<file path="src/rtl/systolic1x4_ctrl.sv">
// Job sequencer for the 1x4 systolic MAC array.
// It clears the array and streams K operand columns with per-lane skew.
// After the array drains, it captures c0..c3 and pulses done.
module systolic1x4_ctrl #(
    parameter int ADDR_W = 8,
    parameter int DW     = 16,
    parameter int AW     = 32
) (
    input  logic              clk,
    input  logic              rst,
    input  logic              start,
    input  logic [ADDR_W-1:0] k_len,
    input  logic [ADDR_W-1:0] a_base,
    input  logic [ADDR_W-1:0] b_base,
    output logic              busy,
    output logic              done,
    output logic              op_rd_en,
    output logic [ADDR_W-1:0] a_rd_addr,
    output logic [ADDR_W-1:0] b_rd_addr,
    input  logic [4*DW-1:0]   a_rd_data,
    input  logic [DW-1:0]     b_rd_data,
    output logic              arr_rst,
    output logic [DW-1:0]     a0,
    output logic [DW-1:0]     a1,
    output logic [DW-1:0]     a2,
    output logic [DW-1:0]     a3,
    output logic [DW-1:0]     b0,
    input  logic [AW-1:0]     c0,
    input  logic [AW-1:0]     c1,
    input  logic [AW-1:0]     c2,
    input  logic [AW-1:0]     c3,
    output logic [AW-1:0]     res0,
    output logic [AW-1:0]     res1,
    output logic [AW-1:0]     res2,
    output logic [AW-1:0]     res3
);

    typedef enum logic [2:0] {
        S_IDLE,
        S_CLEAR,
        S_FEED,
        S_DRAIN,
        S_CAPTURE,
        S_DONE
    } state_t;

    state_t            state_q, state_d;
    logic [ADDR_W-1:0] k_q, k_d;
    logic [ADDR_W-1:0] a_base_q, a_base_d;
    logic [ADDR_W-1:0] b_base_q, b_base_d;
    logic [ADDR_W-1:0] j_q, j_d;
    logic [2:0]        drain_q, drain_d;
    logic [AW-1:0]     res_q [4];
    logic [AW-1:0]     res_d [4];

    // Operand pipeline: read-valid, stage 0 capture, then per-lane skew
    logic              vld_p0_q, vld_p0_d;
    logic [DW-1:0]     a_p0_q [4];
    logic [DW-1:0]     a_p0_d [4];
    logic [DW-1:0]     b_p0_q, b_p0_d;
    logic [DW-1:0]     a1_p1_q, a1_p1_d;
    logic [DW-1:0]     a2_p1_q, a2_p1_d;
    logic [DW-1:0]     a2_p2_q, a2_p2_d;
    logic [DW-1:0]     a3_p1_q, a3_p1_d;
    logic [DW-1:0]     a3_p2_q, a3_p2_d;
    logic [DW-1:0]     a3_p3_q, a3_p3_d;

    // Next-state logic, job parameter latching, read addressing and result capture
    always_comb begin
        state_d   = state_q;
        k_d       = k_q;
        a_base_d  = a_base_q;
        b_base_d  = b_base_q;
        j_d       = j_q;
        drain_d   = drain_q;
        res_d     = res_q;
        op_rd_en  = 1'b0;
        a_rd_addr = '0;
        b_rd_addr = '0;
        unique case (state_q)
            S_IDLE: begin
                if (start) begin
                    k_d      = k_len;
                    a_base_d = a_base;
                    b_base_d = b_base;
                    state_d  = S_CLEAR;
                end
            end
            S_CLEAR: begin
                j_d     = '0;
                drain_d = '0;
                state_d = (k_q == '0) ? S_DRAIN : S_FEED;
            end
            S_FEED: begin
                op_rd_en  = 1'b1;
                a_rd_addr = a_base_q + j_q;
                b_rd_addr = b_base_q + j_q;
                j_d       = j_q + ADDR_W'(1);
                drain_d   = '0;
                if (j_q == k_q - ADDR_W'(1)) begin
                    state_d = S_DRAIN;
                end
            end
            S_DRAIN: begin
                // Five cycles let the last a3 product reach the accumulator
                if (drain_q == 3'd4) begin
                    state_d = S_CAPTURE;
                end else begin
                    drain_d = drain_q + 3'd1;
                end
            end
            S_CAPTURE: begin
                res_d[0] = c0;
                res_d[1] = c1;
                res_d[2] = c2;
                res_d[3] = c3;
                state_d  = S_DONE;
            end
            S_DONE: begin
                state_d = S_IDLE;
            end
            default: begin
                state_d = S_IDLE;
            end
        endcase
    end

    // Control and result registers
    always_ff @(posedge clk) begin
        if (rst) begin
            state_q  <= S_IDLE;
            k_q      <= '0;
            a_base_q <= '0;
            b_base_q <= '0;
            j_q      <= '0;
            drain_q  <= '0;
            for (int i = 0; i < 4; i++) res_q[i] <= '0;
        end else begin
            state_q  <= state_d;
            k_q      <= k_d;
            a_base_q <= a_base_d;
            b_base_q <= b_base_d;
            j_q      <= j_d;
            drain_q  <= drain_d;
            for (int i = 0; i < 4; i++) res_q[i] <= res_d[i];
        end
    end

    // Operand skew: invalid read slots are forced to zero so padding adds nothing
    always_comb begin
        vld_p0_d = op_rd_en;
        for (int i = 0; i < 4; i++) begin
            a_p0_d[i] = vld_p0_q ? a_rd_data[i*DW +: DW] : '0;
        end
        b_p0_d  = vld_p0_q ? b_rd_data : '0;
        a1_p1_d = a_p0_q[1];
        a2_p1_d = a_p0_q[2];
        a2_p2_d = a2_p1_q;
        a3_p1_d = a_p0_q[3];
        a3_p2_d = a3_p1_q;
        a3_p3_d = a3_p2_q;
    end

    // Operand pipeline registers
    always_ff @(posedge clk) begin
        if (rst) begin
            vld_p0_q <= 1'b0;
            for (int i = 0; i < 4; i++) a_p0_q[i] <= '0;
            b_p0_q  <= '0;
            a1_p1_q <= '0;
            a2_p1_q <= '0;
            a2_p2_q <= '0;
            a3_p1_q <= '0;
            a3_p2_q <= '0;
            a3_p3_q <= '0;
        end else begin
            vld_p0_q <= vld_p0_d;
            for (int i = 0; i < 4; i++) a_p0_q[i] <= a_p0_d[i];
            b_p0_q  <= b_p0_d;
            a1_p1_q <= a1_p1_d;
            a2_p1_q <= a2_p1_d;
            a2_p2_q <= a2_p2_d;
            a3_p1_q <= a3_p1_d;
            a3_p2_q <= a3_p2_d;
            a3_p3_q <= a3_p3_d;
        end
    end

    assign busy    = (state_q != S_IDLE);
    assign done    = (state_q == S_DONE);
    assign arr_rst = rst | (state_q == S_CLEAR);
    assign a0      = a_p0_q[0];
    assign a1      = a1_p1_q;
    assign a2      = a2_p2_q;
    assign a3      = a3_p3_q;
    assign b0      = b_p0_q;
    assign res0    = res_q[0];
    assign res1    = res_q[1];
    assign res2    = res_q[2];
    assign res3    = res_q[3];

endmodule

</file>
<file path="config.mk">
export PLATFORM = sky130hd
export DESIGN_NAME = systolic1x4_ctrl
export DESIGN_NICKNAME = d
export VERILOG_FILES = /design/src/rtl/systolic1x4_ctrl.sv
export SDC_FILE = /design/constraint.sdc
export NUM_CORES = 1
export LEC_CHECK = 0
export CELL_PAD_IN_SITES_DETAIL_PLACEMENT = 1
export CELL_PAD_IN_SITES_GLOBAL_PLACEMENT = 1
export CORE_UTILIZATION = 28
export DETAILED_ROUTE_END_ITERATION = 12
export HOLD_SLACK_MARGIN = 0.02
export PLACE_DENSITY = 0.79
export SYNTH_ARGS = -nofsm -noshare
export SYNTH_HDL_FRONTEND = slang
export SYNTH_SLANG_ARGS = --single-unit
</file>
<file path="constraint.sdc">
create_clock -name clk -period 2.1 [get_ports clk]
set_input_delay 0.42 -clock clk [delete_from_list [all_inputs] [get_ports clk]]
set_output_delay 0.42 -clock clk [all_outputs]
set_load 0.01 [all_outputs]
</file>
Fig. 1: I/O pins on the die edge
Drawn at 1.5 px/µm. Pins as bars across the die edge, other pins in gray.
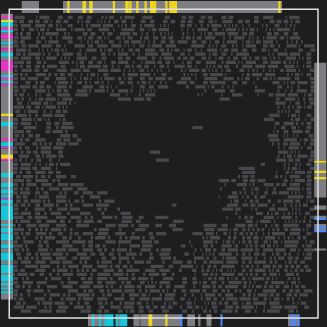
- magenta: b_rd_data (pins 16; direction input; edge left)
- yellow: res0 (pins 32; direction output; edge 22 top, 4 left, 3 bottom, 3 right)
- blue: a_base (pins 8; direction input; edge 5 bottom, 3 right)
- cyan: a_rd_data (pins 64; direction input; edge 50 left, 14 bottom)
- all pins by edge: 170 top, 140 left, 78 bottom, 75 right

Fig. 2: clock wires, drivers and flops
Drawn at 3 px/µm.
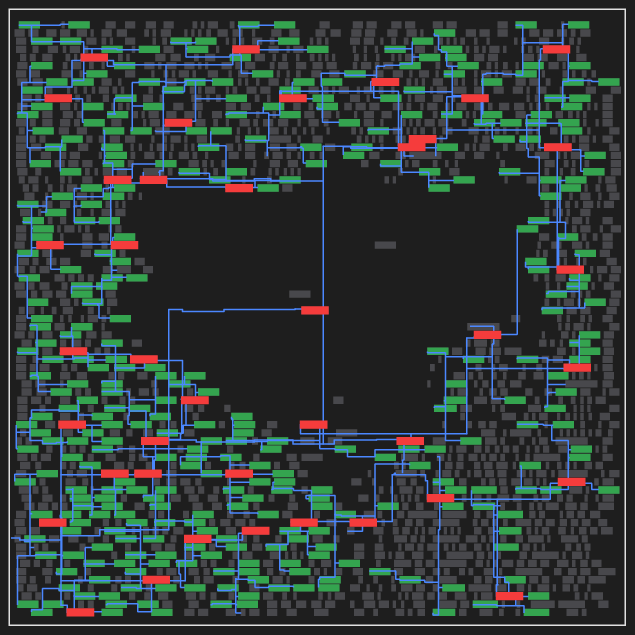
- blue: clock wires (length 4,610 µm)
- red: clock-net drivers (count 40)
- green: flip-flops (count 343)
- flops lie: all over the die
- routed clock nets: 41

==> results_slide.txt <==
Physical Implementation Snapshot

Run status
  – Status: complete, but fails checks
  – Violated checks: setup timing

Floorplanning
  – Chip Footprint: 42,000 µm²
  – Standard-cell row count: 73
  – Count of pins on the block boundary: 463
  – Area of the core: roughly 40,000 µm²

Finish
  – Number of cells in the finished layout apart from fillers: about 2,300
  – Fraction of standard cell area that is sequential: 0.365
  – Seq. cell area: 6890 µm²
  – Cell area after layout: 18,900 µm²
  – Area used by multi-input combinational logic: 4630 µm²
  – Number of multi-input combinational cells: 823
  – Share of final-layout standard cells stronger than drive strength 1: 0.128

GRT
  – Pin count of the biggest net entering global routing: around 160
  – Met3 routing resource usage after global routing: 0.0689
  – Number of antenna violations at the first check in global routing: 2

Setup path
  – Crit path kind: flop to primary output
  – Cell count along the critical path: 8
  – Worst reg-to-reg path cell count: 10
  – Critical register-to-register path startpoint: state_q[2]$_SDFFE_PP0P_
  – Top cell family by delay on the critical path: adder cells
  – Endpoint of the lowest-slack register-to-register path: j_q[7]$_SDFFE_PP0P_

Logic synthesis
  – Gate Count Post-Synth: around 1,300
  – Average footprint of a synthesized cell: 9.19 µm²
  – Synth top area share: 0.596
  – Post-synth cell types: 44
  – Post-synthesis sequential area ratio: 0.596

STA
  – Fmax: 350 MHz
  – Setup TNS after final layout: -7.00 ns
  – Worst setup margin: -0.759 ns
  – Final count of negative-setup-slack endpoints: 16

Power
  – Flop+latch power: slightly above 7000 µW
  – Reported net switching power: 5040 µW
  – Fraction of power consumed by the clock network: 0.389
  – Main power-consuming group: sequential cells

Route
  – Wire length on met1: around 15,000 µm
  – Total number of vias: 10,500
  – Iter 0 DRT Violations: approximately 400

Clock network
  – TritonCTS buffer count: 40

Hold path
  – Number of cells on the worst hold path: 4
Fig. 3: clock routing
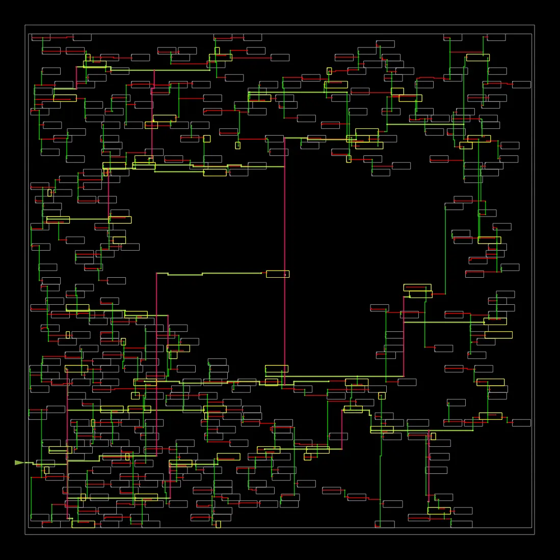
count of clock tree sinks: 343
flip-flops: 343
Worst Skew: 0.0229 ns

[worst max-delay path by stage]
stage	endpoint	slack, ns	from
finish	b_rd_addr[6]	-0.76	j_q[0]$_SDFFE_PP0P_
global route	b_rd_addr[6]	-0.85	j_q[0]$_SDFFE_PP0P_
CTS	a_rd_addr[6]	-0.76	j_q[0]$_SDFFE_PP0P_
detailed placement	a_rd_addr[7]	-0.67	a_base_q[1]$_SDFFE_PP0P_
global placement	a_rd_addr[7]	-0.61	a_base_q[1]$_SDFFE_PP0P_
floorplan	b_rd_addr[7]	0.002	j_q[1]$_SDFFE_PP0P_
[what timing repair did]
| action | CTS | global route |
|---|---|---|
| pin swaps | 15 | 28 |
| endpoints found under the setup margin | 20 | 19 |
| resized | 131 | 46 |
| buffers inserted | 9 | 17 |
Power figures rest on the tool's default switching activity, not on a simulated workload.
